File: config.mk
export PLATFORM = sky130hd
export DESIGN_NAME = pipe_stage_reg
export DESIGN_NICKNAME = d
export VERILOG_FILES = /design/src/rtl/pipe_pkg.sv /design/src/rtl/pipe_slot.sv /design/src/rtl/pipe_stage_reg.sv
export SDC_FILE = /design/constraint.sdc
export NUM_CORES = 1
export LEC_CHECK = 0
export CAP_MARGIN = 20
export CORE_UTILIZATION = 42
export CTS_BUF_LIST = sky130_fd_sc_hd__clkbuf_8
export DETAILED_ROUTE_END_ITERATION = 12
export PLACE_DENSITY = 0.82
export SLEW_MARGIN = 10
export SYNTH_ARGS = -nofsm -noshare
export SYNTH_HDL_FRONTEND = slang
export SYNTH_SLANG_ARGS = --single-unit
File: constraint.sdc
create_clock -name clk_i -period 1.8 [get_ports clk_i]
set_input_delay 0.27 -clock clk_i [delete_from_list [all_inputs] [get_ports clk_i]]
set_output_delay 0.27 -clock clk_i [all_outputs]
set_load 0.03 [all_outputs]
File: src/rtl/pipe_pkg.sv
// pipe_pkg: shared types and constants for the pipeline stage register.
//   pipe_state_e  - occupancy state of a stage (EMPTY / ONE / TWO)
//   PIPE_CTRL_W   - default control bundle width
//   PIPE_NOP_CTRL - control value presented downstream for a bubble
//   pipe_occ()    - entry count for a given state
package pipe_pkg;

  typedef enum logic [1:0] {
    PS_EMPTY = 2'd0,
    PS_ONE   = 2'd1,
    PS_TWO   = 2'd2
  } pipe_state_e;

  localparam int unsigned PIPE_CTRL_W = 8;

  // All-zero control is a NOP for every downstream stage.
  localparam logic [PIPE_CTRL_W-1:0] PIPE_NOP_CTRL = '0;

  function automatic logic [1:0] pipe_occ(input pipe_state_e s);
    logic [1:0] n;
    n = 2'd0;
    case (s)
      PS_ONE:  n = 2'd1;
      PS_TWO:  n = 2'd2;
      default: n = 2'd0;
    endcase
    return n;
  endfunction

endpackage

File: src/rtl/pipe_slot.sv
// pipe_slot: W-bit holding register used for the main (M) and skid (S)
// entries of a pipeline stage.
// Ports:
//   clk_i    in   clock
//   rst_n_i  in   asynchronous active-low clear
//   clr_i    in   synchronous clear (wins over load)
//   load_i   in   load enable
//   d_i      in   W  next value
//   q_o      out  W  held value
module pipe_slot
  import pipe_pkg::*;
#(
  parameter int unsigned W = 32 + PIPE_CTRL_W
) (
  input  logic         clk_i,
  input  logic         rst_n_i,
  input  logic         clr_i,
  input  logic         load_i,
  input  logic [W-1:0] d_i,
  output logic [W-1:0] q_o
);

  always_ff @(posedge clk_i or negedge rst_n_i) begin
    if (!rst_n_i) begin
      q_o <= '0;
    end else if (clr_i) begin
      q_o <= '0;
    end else if (load_i) begin
      q_o <= d_i;
    end
  end

endmodule

File: src/rtl/pipe_stage_reg.sv
// pipe_stage_reg: parametrised pipeline stage register carrying a payload
// and a control bundle between two stages over a valid/ready handshake,
// with backpressure stall, synchronous flush and NOP bubbles.
//
// Build option: define PIPE_STAGE_SKID_EN for a two-entry skid buffer whose
// in_ready_o comes straight from registered state. Without it the stage is a
// single register with in_ready_o = out_ready_i || !out_valid_o.
//
// Handshake: a transfer happens on a rising edge where valid && ready are
// both high on that side. A producer holding valid must keep its data stable
// until the transfer; out_* never change while out_valid_o && !out_ready_i.
//
// Ports:
//   clk_i        in   clock
//   rst_n_i      in   asynchronous active-low reset
//   flush_i      in   squash held entries and this cycle's input
//   in_valid_i   in   upstream entry present
//   in_ready_o   out  stage can accept
//   in_data_i    in   WIDTH   upstream payload
//   in_ctrl_i    in   CTRL_W  upstream control bundle
//   out_valid_o  out  downstream entry present
//   out_ready_i  in   downstream accepts (0 = stall)
//   out_data_o   out  WIDTH   payload of the oldest entry
//   out_ctrl_o   out  CTRL_W  control of the oldest entry, 0 when not valid
//   occ_o        out  2       entries held
//   state_o      out  current occupancy state (debug)
module pipe_stage_reg
  import pipe_pkg::*;
#(
  parameter int unsigned WIDTH      = 32,
  parameter int unsigned CTRL_W     = PIPE_CTRL_W,
  parameter bit          CLEAR_DATA = 1'b0
) (
  input  logic              clk_i,
  input  logic              rst_n_i,
  input  logic              flush_i,
  input  logic              in_valid_i,
  output logic              in_ready_o,
  input  logic [WIDTH-1:0]  in_data_i,
  input  logic [CTRL_W-1:0] in_ctrl_i,
  output logic              out_valid_o,
  input  logic              out_ready_i,
  output logic [WIDTH-1:0]  out_data_o,
  output logic [CTRL_W-1:0] out_ctrl_o,
  output logic [1:0]        occ_o,
  output pipe_state_e       state_o
);

  localparam int unsigned SW = WIDTH + CTRL_W;

  pipe_state_e   state;
  logic          out_valid;
  logic          in_fire;
  logic          out_fire;
  logic          m_load;
  logic [SW-1:0] m_d;
  logic [SW-1:0] m_q;

  assign out_valid = (state != PS_EMPTY);

`ifdef PIPE_STAGE_SKID_EN
  logic          s_load;
  logic [SW-1:0] s_q;

  // Registered ready: the skid slot absorbs the entry that arrives in the
  // cycle the downstream stall is first seen.
  assign in_ready_o = (state != PS_TWO);
`else
  assign in_ready_o = out_ready_i || !out_valid;
`endif

  assign in_fire  = in_valid_i && in_ready_o;
  assign out_fire = out_valid && out_ready_i;

  // Slot load decode. M always holds the older entry; S only fills when M is
  // stalled and a new entry arrives.
  always_comb begin
    m_load = 1'b0;
    m_d    = {in_ctrl_i, in_data_i};
`ifdef PIPE_STAGE_SKID_EN
    s_load = 1'b0;
    if (!flush_i) begin
      case (state)
        PS_EMPTY: m_load = in_fire;
        PS_ONE: begin
          m_load = in_fire && out_fire;
          s_load = in_fire && !out_fire;
        end
        PS_TWO: begin
          m_load = out_fire;
          m_d    = s_q;
        end
        default: m_load = 1'b0;
      endcase
    end
`else
    m_load = in_fire && !flush_i;
`endif
  end

  // Occupancy state machine; flush beats every other event.
  always_ff @(posedge clk_i or negedge rst_n_i) begin
    if (!rst_n_i) begin
      state <= PS_EMPTY;
    end else if (flush_i) begin
      state <= PS_EMPTY;
    end else begin
      case (state)
        PS_EMPTY: if (in_fire) state <= PS_ONE;
        PS_ONE: begin
`ifdef PIPE_STAGE_SKID_EN
          if (in_fire && !out_fire) state <= PS_TWO;
          else if (!in_fire && out_fire) state <= PS_EMPTY;
`else
          if (!in_fire && out_fire) state <= PS_EMPTY;
`endif
        end
`ifdef PIPE_STAGE_SKID_EN
        PS_TWO: if (out_fire) state <= PS_ONE;
`endif
        default: state <= PS_EMPTY;
      endcase
    end
  end

  pipe_slot #(.W(SW)) u_slot_m (
    .clk_i   (clk_i),
    .rst_n_i (rst_n_i),
    .clr_i   (flush_i && CLEAR_DATA),
    .load_i  (m_load),
    .d_i     (m_d),
    .q_o     (m_q)
  );

`ifdef PIPE_STAGE_SKID_EN
  pipe_slot #(.W(SW)) u_slot_s (
    .clk_i   (clk_i),
    .rst_n_i (rst_n_i),
    .clr_i   (flush_i),
    .load_i  (s_load),
    .d_i     ({in_ctrl_i, in_data_i}),
    .q_o     (s_q)
  );
`endif

  assign out_valid_o = out_valid;
  // Control is masked to a NOP whenever no entry is presented, so a bubble
  // can never carry live write-enables downstream.
  assign out_ctrl_o  = out_valid ? m_q[SW-1:WIDTH] : CTRL_W'(PIPE_NOP_CTRL);
  assign out_data_o  = (out_valid || !CLEAR_DATA) ? m_q[WIDTH-1:0] : '0;
  assign occ_o       = pipe_occ(state);
  assign state_o     = state;

endmodule

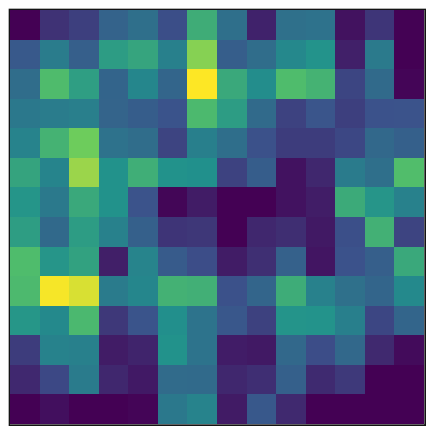
(run_1/metal_density.png)
Drawn at 6 px/µm. 14 x 14 tiles, from dark purple (low) to yellow (high), scaled to the fullest tile. Values are wire area over tile area, all layers added.
9.2% of the tiles are nearly empty. The densest ninth of the die: west. The mean over all tiles is 0.11.
final WL: 3370 µm
total number of vias: 1120
DR WL/cell: 13.7 µm
GRT Overall Usage: 15.2%

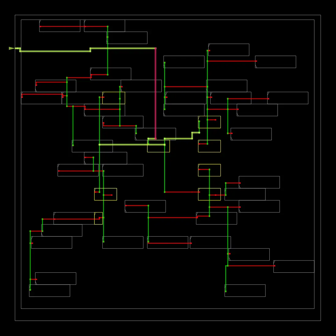
(run_1/clocks.png)
Insertion Delay late pin: 0.28 ns
Post-Route Skew: 0.00897 ns
clock tree buffer count of the final layout: 7
clock sink count: 41

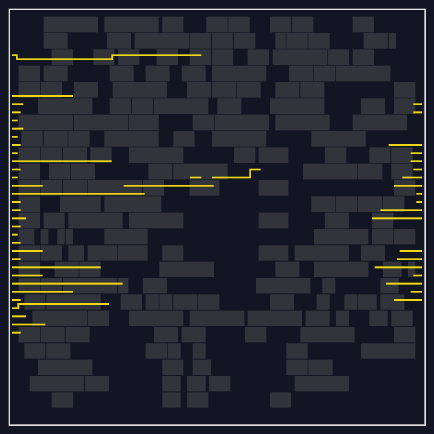
(run_1/layer_met3.png)
Drawn at 6 px/µm. Cells faint in the background.
The layer carries 271 µm of wire. The wires run mostly horizontal. 51 nets have wire on it. The layer holds 8.0% of the routed length.
M3 GR Usage: 5.85%

==> results.json, run 1 <==
{
  "synth_cell_types": 11,
  "ys_sh_aoi_pct": 0,
  "p_clk_share_pct": 23.7,
  "syn_inst": 135,
  "die_w_um": 69.1,
  "drc": 0,
  "tightest_slew_ns": 0.880,
  "p_comb_share_pct": 33.3,
  "grt_pass1_wl_um": 5700,
  "regToRegEndpoint": "u_slot_m.q_o[24]",
  "num-nonclk-inverters": 1,
  "drv_cap": 0,
  "initial_utilization_pct": 43.7,
  "status": "finished clean",
  "fin_cells": 246,
  "lay_top_cells": "clkdlybuf4s50_1 (78), dfrtp_1 (40), mux2_2 (37)",
  "postCtsHoldBufs": 0,
  "p_per_area_nw_per_um2": 1020,
  "cts_tree": "built",
  "warning_count": 26,
  "first_iter_violations": 47,
  "syn-cell-area_um2": 1890,
  "seq_share_pct": 39.0,
  "antenna_cells": 0,
  "p_comb_uw": 893,
  "min_period_ns": 1.72,
  "xor_share_pct": 0,
  "powerSeq_uw": 1160,
  "io_pins": 91,
  "arrival_ns": 1.45,
  "synthTopCellsByCount": "dfrtp_1 (41), mux2_2 (37), buf_4 (36)",
  "final_hold_viol_count": 0,
  "seq_cell_count": 41,
  "top_register": "u_slot_m.q_o",
  "n_all_buffers": 90,
  "most_common_cell": "dfrtp_1",
  "htree_levels": 2,
  "largest_class": "sequential cells",
  "top_logic_kind": "multiplexers"
}
==> run 1 -> run 2 <==
Settings changed: CTS_CLUSTER_DIAMETER from default to 200.
Clock period 1.8 ns to 1.6 ns, I/O delays scaled along.
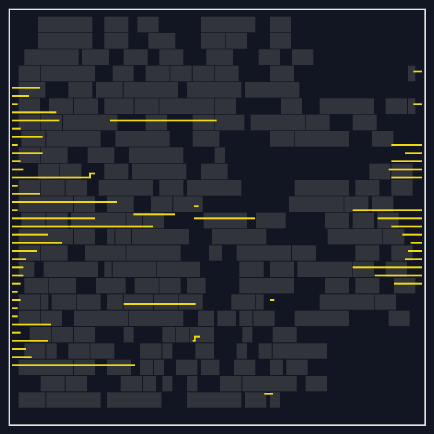
(run_2/layer_met3.png)
Drawn at 6 px/µm. Cells faint in the background.
55 nets have wire on it. The longest straight run is 23.2 µm. The wires run mostly horizontal. The layer carries 306 µm of wire.

==> run 2 against run 1 <==
Register-to-register slack worse by 0.17 ns; worst hold slack better by 0.34 ns; sequential cell count stayed put; final area is 3.5% higher; highest routed layer unchanged; critical endpoint is now out_data_o[5]; sequential power is about 10% higher; critical path type unchanged.
==> results.json, run 2 <==
{
  "status": "finished clean",
  "arrival_ns": 1.34,
  "setup_violations": 0,
  "synthTopCellsByCount": "dfrtp_1 (41), mux2_2 (37), buf_4 (36)",
  "grt_overflow_total": 0,
  "grt_max_degree": 29,
  "skew_ns": 0.00230,
  "clk_latency_ns": 0.28,
  "cts_tree": "built",
  "die_w_um": 69.1,
  "most_common_cell": "dfrtp_1",
  "largest_class": "sequential cells",
  "worstReg2RegStart": "state_o[0]",
  "n_clock_buffer": 5,
  "num-nonclk-inverters": 1,
  "period_used_pct": 98.6,
  "first_iter_violations": 12,
  "power.leakage_uw": 0.00128,
  "cp_num_buf_inv": 1,
  "ys_sh_aoi_pct": 0,
  "postCtsHoldBufs": 1,
  "std_cell_rows": 24,
  "initial_utilization_pct": 43.7,
  "sh_comb_area_pct": 20.1,
  "powerSeq_uw": 1300,
  "route.met3.wl_um": 305,
  "p_comb_share_pct": 34.8,
  "routed_wl_um": 3920,
  "p_per_area_nw_per_um2": 1090,
  "htree_levels": 2,
  "seq_share_pct": 37.6,
  "p_clk_share_pct": 21.4,
  "power.share.switching_pct": 32.0,
  "n_all_buffers": 98,
  "synth.mux.area_fraction_pct": 23.8,
  "cts_made_buffers": 5,
  "fin_cells": 254,
  "antenna_cells": 0,
  "top_logic_kind": "multiplexers",
  "avgRoutedWirePerCell_um": 15.4,
  "r2r_cells": 5,
  "top_register": "u_slot_m.q_o",
  "lay_top_cells": "clkdlybuf4s50_1 (62), dfrtp_1 (40), mux2_2 (37)",
  "min_period_ns": 1.58,
  "warning_count": 26,
  "logic_gate_count": 54,
  "syn-cell-area_um2": 1890,
  "vias_per_cell": 4.76,
  "p_comb_uw": 1030,
  "area.growth.synth_to_final_pct": 44.4,
  "drc": 0,
  "setup_slack_ns": 0.0227,
  "drv_cap": 0,
  "synth.cellmix.simpleShare_pct": 4.77,
  "io_pins": 91,
  "vias": 1210,
  "grt_pass1_wl_um": 6500,
  "grt_use_met2_pct": 30.9,
  "synth_cell_types": 11,
  "grt_use_total_pct": 17.2,
  "first_pass_iters": 4,
  "xor_share_pct": 0,
  "yosysTopAreaCell": "dfrtp_1",
  "grtUsageMet1_pct": 18.1,
  "core_um2": 4320,
  "ys.flops": 41,
  "vdd_drop_max_mv": 0.658,
  "clock-sinks": 41,
  "cp_data_required_time_ns": 1.36,
  "topCellsByArea": "dfrtp_1 (54%), mux2_2 (22%), buf_4 (14%)",
  "dp_hpwl_um": 2820,
  "final_hold_viol_count": 0,
  "syn_inst": 135,
  "top_layer": "met4",
  "regToRegEndpoint": "u_slot_m.q_o[39]",
  "seq_cell_count": 41,
  "globalRouteMet3Util_pct": 6.29,
  "nets": 246
}
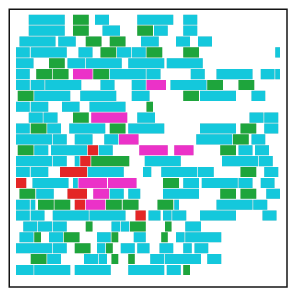
(run_2/sizes.png)
Drawn at 4 px/µm.
Key: cyan = _0 and _1 cells [cells 137, share 68%, most used clkdlybuf4s50_1]; green = _2 cells [cells 48, share 24%, most used mux2_2]; magenta = _6 and larger [cells 10, share 5.0%, most used clkbuf_8]; red = _3 and _4 cells [cells 7, share 3.5%, most used buf_4]

==> run 2 -> run 3 <==
Settings changed: CORE_UTILIZATION 42 to 37, PLACE_DENSITY 0.82 to 0.78, SYNTH_HIERARCHICAL from default to 1.
Clock period 1.6 ns to 1.4 ns, I/O delays scaled along.
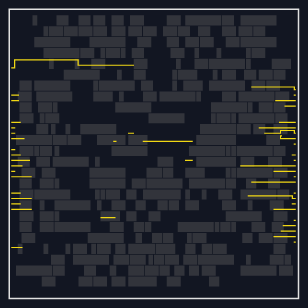
(run_3/layer_met3.png)
Drawn at 4 px/µm. Cells faint in the background.
43 nets have wire on it. The wires run mostly horizontal. The longest straight run is 15.9 µm. The layer holds 4.7% of the routed length. The layer carries 201 µm of wire.

==> run 3 against run 2 <==
The flow now finishes with violations (negative setup slack); power fell by 14%; clock power is 12% higher; sequential share of layout area shrank 2.1 points; synthesized area fell by 4.2%; highest routed layer unchanged; utilization shrank 1.9 points; wire length increased by 9.1%; clock skew up 0.0015 ns; register-to-register slack got worse by 0.13 ns; sequential cell count unchanged.
==> results.json, run 3 <==
{
  "status": "complete, but fails checks",
  "violations": "negative setup slack",
  "warning_count": 29,
  "ys_sh_aoi_pct": 0.484,
  "setup_violations": 36,
  "clock-sinks": 41,
  "final_hold_viol_count": 0,
  "skew_ns": 0.00376,
  "drive_above_1_share_pct": 18.4,
  "drv_cap": 0,
  "vias": 1408,
  "synth_cell_types": 13,
  "regToRegEndpoint": "u_slot_m/q_o[31]",
  "drt-met1-wl_um": 1840,
  "cts_made_buffers": 5,
  "power.share.switching_pct": 27.2,
  "grt_use_met2_pct": 28.9,
  "routed_wl_um": 4280,
  "syn_inst": 147,
  "p_clk_share_pct": 27.8,
  "cts_tree": "built",
  "power.total_uw": 2560,
  "dp_hpwl_um": 2860,
  "cp_data_required_time_ns": 1.58,
  "first_pass_iters": 4,
  "grt_overflow_total": 0,
  "min_period_ns": 1.49,
  "grt_max_degree": 24,
  "syn-cell-area_um2": 1810,
  "powerSeq_uw": 1270,
  "r2r_cells": 6,
  "power.leakage_uw": 0.00146,
  "worstReg2RegStart": "state_o[0]",
  "grt_use_total_pct": 16.9,
  "grt_pass1_wl_um": 6700,
  "p_comb_uw": 580,
  "vias_per_cell": 4.44,
  "regArea_um2": 1030,
  "setup_slack_ns": -0.0856,
  "core_um2": 4720,
  "period_used_pct": 106,
  "initial_utilization_pct": 38.3,
  "postCtsHoldBufs": 1,
  "top_layer": "met4",
  "arrival_ns": 1.66,
  "clk_latency_ns": 0.28,
  "topCellsByArea": "dfrtp_1 (57%), mux2i_1 (22%), nor2_1 (8.3%)",
  "most_common_cell": "dfrtp_1",
  "nets": 294,
  "drc": 0,
  "lay_top_cells": "clkdlybuf4s50_1 (43), nor2_1 (40), dfrtp_1 (40)",
  "antenna_cells": 0,
  "area.growth.synth_to_final_pct": 59.7,
  "grtUsageMet1_pct": 20.8,
  "htree_levels": 2,
  "first_iter_violations": 34,
  "io_pins": 91,
  "route.met3.wl_um": 200,
  "clockNetworkAreaShare_pct": 2.77,
  "largest_class": "sequential cells",
  "synth.cellmix.simpleShare_pct": 12.8,
  "top_register": "u_slot_m/q_o",
  "cp_num_buf_inv": 2,
  "fin_cells": 317,
  "num-nonclk-inverters": 1,
  "seq_cell_count": 41,
  "vdd_drop_max_mv": 0.435,
  "globalRouteMet3Util_pct": 3.47,
  "cts_root_buf": "clkbuf_8",
  "ys.flops": 41,
  "die_w_um": 72.0,
  "seq_share_pct": 35.5,
  "met2_length_um": 2200,
  "cts_resized": 45,
  "logic_gate_count": 97,
  "top_logic_kind": "multiplexers",
  "synth.mux.area_fraction_pct": 22.1,
  "avgRoutedWirePerCell_um": 13.5,
  "xor_share_pct": 0
}
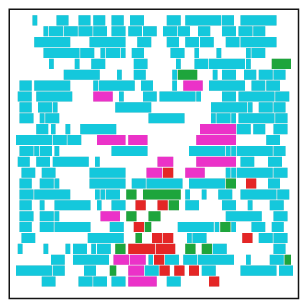
(run_3/sizes.png)
Drawn at 4 px/µm.
Key: magenta = _6 and larger [cells 15, share 6.0%]; red = _3 and _4 cells [cells 15, share 6.0%, most used buf_4]; cyan = _0 and _1 cells [cells 204, share 82%, most used clkdlybuf4s50_1]; green = _2 cells [cells 16, share 6.4%, most used and2_2]
nonclk buf count: 103
post-route design area: 2890 µm²
post-route setup slack: -0.0856 ns

Power figures rest on the tool's default switching activity, not on a simulated workload.
